port_trees.png
The bar under the picture is 20 um long.
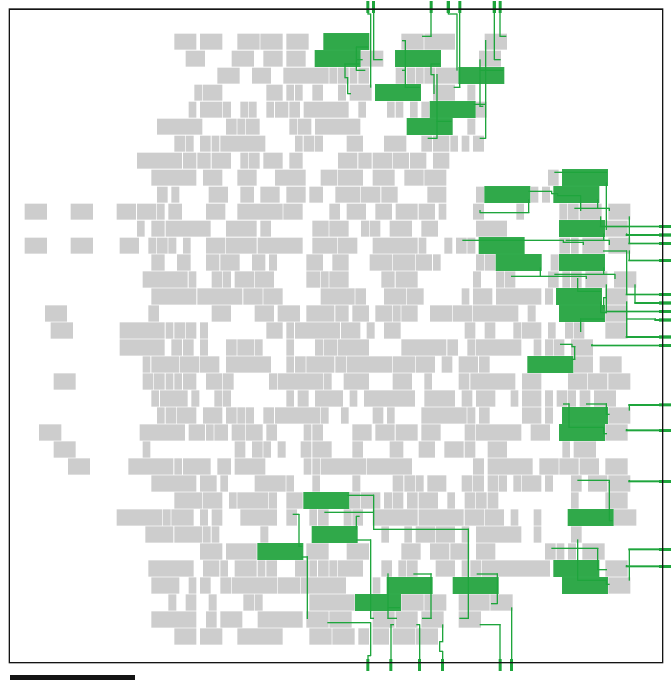
route_heat.png
The die is cut into 21 by 21 equal tiles; dark blue is low, red is high, scaled to the fullest tile. Values are wire area over tile area, all layers added.
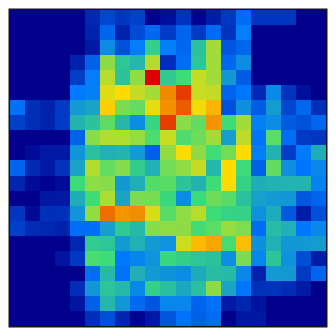
floorplan.png
The bar under the picture is 20 um long. Pins as bars on the die edge. Tap cells in grey.
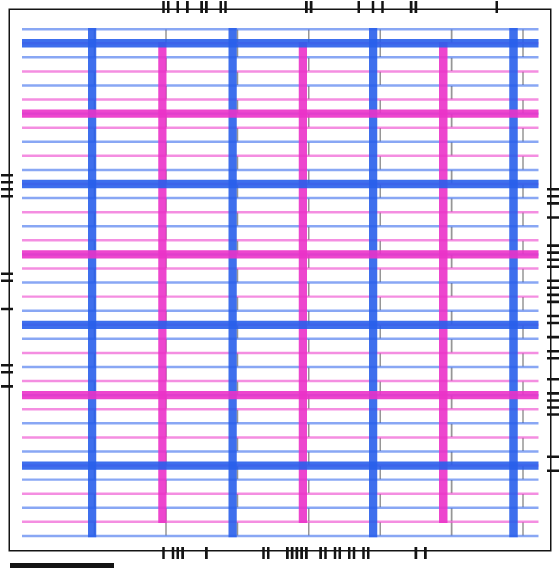
===== src/rtl/mem_sense_buffer.sv =====
// mem_sense_buffer: core memory data buffer between the sense amps and the CPU.
// A read strobe captures the 28-bit sense word and checks odd parity per
// syllable. The selected field is then shifted out serially, one bit per
// BIT_STB, LSB first. Because the core read is destructive, the field is
// regenerated while it shifts: read cycles recirculate the emitted bit and
// store cycles take SER_IN. The word is then written back through the inhibit
// drivers during INHBS.
//
// Optional build macro: MEMBUF_PARITY_INJECT_EN adds input PINJ. PINJ is
// sampled with RD, and when it is set every regenerated parity bit is inverted.
//
// state    | meaning
// ---------+------------------------------------------------------------
// IDLE     | no word held; waiting for RD
// SHIFT    | word captured; shifting the selected field on BIT_STB
// WAIT_INH | field regenerated, parity rebuilt; waiting for INHBS
// DRIVE    | inhibit drivers follow ~word while INHBS is high

module mem_sense_buffer #(
  parameter  int SYL_W = 13,
  localparam int WW    = 2 * (SYL_W + 1)
) (
  input  logic          CLK,
  input  logic          RESET,
  input  logic          RD,
  input  logic          INHBS,
  input  logic          SYL0N,
  input  logic          SYL1N,
  input  logic          BIT_STB,
  input  logic          WR,
  input  logic          SER_IN,
`ifdef MEMBUF_PARITY_INJECT_EN
  input  logic          PINJ,
`endif
  input  logic [WW-1:0] SENSE,
  output logic          SER_OUT,
  output logic          SER_VALID,
  output logic [WW-1:0] INH,
  output logic          BUSY,
  output logic [1:0]    PERR,
  output logic          SELERR,
  output logic          OVR
);

  localparam int CW = $clog2(2 * SYL_W + 1);

  localparam logic [1:0] MODE_SYL0 = 2'd0;
  localparam logic [1:0] MODE_SYL1 = 2'd1;
  localparam logic [1:0] MODE_FULL = 2'd2;

  typedef enum logic [1:0] {IDLE, SHIFT, WAIT_INH, DRIVE} state_t;

  state_t              state, state_nxt;
  logic [WW-1:0]       data_q;
  logic [CW-1:0]       cnt_q;
  logic                wr_q;
  logic [1:0]          mode_q;
  logic                inj;

  logic [SYL_W-1:0]    s0_w, s1_w;
  logic [2*SYL_W-1:0]  full_w, full_sh;
  logic                emit, fill, last_stb;
  logic [WW-1:0]       data_sh, data_regen;
  logic [1:0]          sel_cap;
  logic [CW-1:0]       n_cap;

`ifdef MEMBUF_PARITY_INJECT_EN
  logic pinj_q;
  assign inj = pinj_q;
`else
  assign inj = 1'b0;
`endif

  // Shift and regenerate the selected field; parity of the touched syllables is rebuilt on the last strobe
  always_comb begin
    s0_w    = data_q[SYL_W-1:0];
    s1_w    = data_q[2*SYL_W:SYL_W+1];
    full_w  = {s1_w, s0_w};
    emit    = (mode_q == MODE_SYL1) ? s1_w[0] : s0_w[0];
    fill    = wr_q ? SER_IN : emit;
    full_sh = {fill, full_w[2*SYL_W-1:1]};
    data_sh = data_q;
    case (mode_q)
      MODE_SYL1: data_sh[2*SYL_W:SYL_W+1] = {fill, s1_w[SYL_W-1:1]};
      MODE_FULL: begin
        data_sh[2*SYL_W:SYL_W+1] = full_sh[2*SYL_W-1:SYL_W];
        data_sh[SYL_W-1:0]       = full_sh[SYL_W-1:0];
      end
      default:   data_sh[SYL_W-1:0] = {fill, s0_w[SYL_W-1:1]};
    endcase
    data_regen = data_sh;
    if (mode_q != MODE_SYL1) data_regen[SYL_W]  = ~(^data_sh[SYL_W-1:0]) ^ inj;
    if (mode_q != MODE_SYL0) data_regen[WW-1]   = ~(^data_sh[2*SYL_W:SYL_W+1]) ^ inj;
    last_stb = BIT_STB && (cnt_q == CW'(1));
  end

  // Decode the syllable selects at capture; both-high falls back to syllable 0
  always_comb begin
    case ({SYL1N, SYL0N})
      2'b01:   sel_cap = MODE_SYL1;
      2'b00:   sel_cap = MODE_FULL;
      default: sel_cap = MODE_SYL0;
    endcase
    n_cap = (sel_cap == MODE_FULL) ? CW'(2 * SYL_W) : CW'(SYL_W);
  end

  // Next-state logic
  always_comb begin
    state_nxt = state;
    case (state)
      IDLE:     if (RD)       state_nxt = SHIFT;
      SHIFT:    if (last_stb) state_nxt = WAIT_INH;
      WAIT_INH: if (INHBS)    state_nxt = DRIVE;
      DRIVE:    if (!INHBS)   state_nxt = IDLE;
      default:                state_nxt = IDLE;
    endcase
  end

  // State register
  always_ff @(posedge CLK) begin
    if (RESET) state <= IDLE;
    else       state <= state_nxt;
  end

  // Datapath and registered outputs
  always_ff @(posedge CLK) begin
    if (RESET) begin
      data_q    <= '0;
      cnt_q     <= '0;
      wr_q      <= 1'b0;
      mode_q    <= MODE_SYL0;
      SER_OUT   <= 1'b0;
      SER_VALID <= 1'b0;
      INH       <= '0;
      BUSY      <= 1'b0;
      PERR      <= 2'b00;
      SELERR    <= 1'b0;
      OVR       <= 1'b0;
`ifdef MEMBUF_PARITY_INJECT_EN
      pinj_q    <= 1'b0;
`endif
    end else begin
      SER_OUT   <= 1'b0;
      SER_VALID <= 1'b0;
      case (state)
        IDLE: begin
          if (RD) begin
            data_q <= SENSE;
            wr_q   <= WR;
            mode_q <= sel_cap;
            cnt_q  <= n_cap;
            PERR   <= {~(^SENSE[WW-1:SYL_W+1]), ~(^SENSE[SYL_W:0])};
            BUSY   <= 1'b1;
            if (SYL0N && SYL1N) SELERR <= 1'b1;
`ifdef MEMBUF_PARITY_INJECT_EN
            pinj_q <= PINJ;
`endif
          end
        end
        SHIFT: begin
          if (RD) OVR <= 1'b1;
          if (BIT_STB) begin
            SER_VALID <= 1'b1;
            SER_OUT   <= emit;
            cnt_q     <= cnt_q - CW'(1);
            data_q    <= last_stb ? data_regen : data_sh;
          end
        end
        WAIT_INH: begin
          if (RD)    OVR <= 1'b1;
          if (INHBS) INH <= ~data_q;
        end
        DRIVE: begin
          if (RD) OVR <= 1'b1;
          if (INHBS) begin
            INH <= ~data_q;
          end else begin
            INH  <= '0;
            BUSY <= 1'b0;
          end
        end
        default: ;
      endcase
    end
  end

endmodule


===== config.mk =====
export PLATFORM = sky130hd
export DESIGN_NAME = mem_sense_buffer
export DESIGN_NICKNAME = d
export VERILOG_FILES = /design/src/rtl/mem_sense_buffer.sv
export SDC_FILE = /design/constraint.sdc
export NUM_CORES = 1
export LEC_CHECK = 0
export ABC_AREA = 0
export CAP_MARGIN = 10
export CORE_MARGIN = 2
export CORE_UTILIZATION = 40
export CTS_CLUSTER_SIZE = 25
export DETAILED_ROUTE_END_ITERATION = 8
export PLACE_DENSITY = 0.74
export SKIP_LAST_GASP = 1
export SLEW_MARGIN = 20
export SYNTH_ARGS = -nofsm -noshare
export SYNTH_HDL_FRONTEND = slang
export SYNTH_SLANG_ARGS = --single-unit

===== constraint.sdc =====
create_clock -name CLK -period 7.12 [get_ports CLK]
set_input_delay 0.712 -clock CLK [delete_from_list [all_inputs] [get_ports CLK]]
set_output_delay 0.712 -clock CLK [all_outputs]
set_load 0.05 [all_outputs]

==> results_slide.txt <==
Implementation Results

Outcome
  • Status: complete, no violations

Layout
  • Nets@finish: 604
  • Post-route core utilization: 0.510
  • Layout cells sized above 1: 0.0516

CTS
  • CTS tree: yes
  • Late-Pin Clk Latency: 0.36 ns
  • Post-CTS Setup Bufs: 0
  • Clk sink count: 73
  • Max Root-Sink Buffers: 2
  • CTS clk-pin slew, worst paths: 0.08 ns
  • Post-cts resize count: 0

Yosys
  • Top comb family, area: AND-OR/OR-AND gates
  • Post-synth top area share: 0.363
  • Post-synth area from yosys stat: 0.00403 mm^2
  • Top cells by area: dfxtp_1 36%, nor2_1 8.5%, xnor2_1 7.0%
  • YS warnings: 0
  • Xor+xnor area frac: 0.0861
  • Asr flop ratio synth: 0

Placed design
  • Post-DP HPWL: 7170 um
  • Port buffer count: 71
  • Gpl congestion: 0.862

Setup path
  • Crit path kind: reg -> reg
  • Critical path destination: data_q[13]
  • Crit path buffers/inverters: 1
  • Critical path's most frequent cell: a211o_1
  • Crit-path max cell delay: 0.75 ns

Power and ir drop
  • Power per cell area: 480 mW/mm^2
  • Pleak: 1.83 nW
  • Combinational gate power: 0.00133 W
  • Total power: 0.00239 W
  • Switching share of power: 0.457

Detailed routing
  • Drt total wl: 10300 um
  • Detail Route met3 WL: 678 um
  • Pre-antenna DRT Iters: 5
  • DRT iter0 DRCs: 213
  • Residual DRC: 0
  • Routed vias: 3868
  • Vias per cell: 5.57

Worst hold path
  • Worst hold path type: reg -> reg

Final timing
  • Least-Margin Pin Slew: 0.965 ns
  • Fmax: 300 MHz
  • Fin. Hold Viols: 0
  • Slew Limit Headroom: 0.348
  • RSZ-0062 raised after global routing: false

Global route
  • Total gr overflow: 0

Floorplan
  • Chip area: 0.0109 mm^2
  • DIE WIDTH: 104 um
About port_trees.png:
Green stands for INH, bits 28, direction output, end cells 28, buffers 28, wire 603 um.

About route_heat.png:
The densest ninth of the die: middle. The mean over all tiles is 0.15. The fullest tile reaches 0.55. 22% of the tiles are nearly empty. 21% of the tiles are over half the peak. The emptiest ninth of the die: top right.

About floorplan.png:
Blue stands for VSS. Magenta stands for VDD.
37 met1 rails follow the rows. 133 tap cells. The core has 36 rows. 7 straps on met5.
placeable core area: 0.00977 mm^2
Die Y: 104 um
Max rail drop VDD: 180 uV

[layout make-up]
cell class | count | area (um^2) | area share
multi-input cells | 371 | 2310 | 0.463
clock inverters | 4 | 51.3 | 0.0103
inverters | 27 | 104 | 0.0208
repair buffers | 75 | 736 | 0.148
flip-flops and latches | 73 | 1460 | 0.293
clock buffers | 12 | 155 | 0.0311
well taps | 133 | 166 | 0.0334
[per-layer routing]
layer | vias up | GRT usage
met1 | 1804 | 0.252
met3 | 24 | 0.0407
met4 | 0 | 0.0994
met5 | - | 0
li1 | 1885 | -
met2 | 155 | 0.303
[metrics by stage]
stage          std cells  hold slack, ns  worst slack [ns]
5_1_grt              695           0.513              3.60
3_5_place_dp         679           0.461              3.78
4_1_cts              695           0.481              3.82
2_1_floorplan        510           0.441              4.60
3_3_place_gp         679           0.455              3.99
6_report             695           0.473              3.79
No activity file was given, so power comes from the tool's default toggle rates.
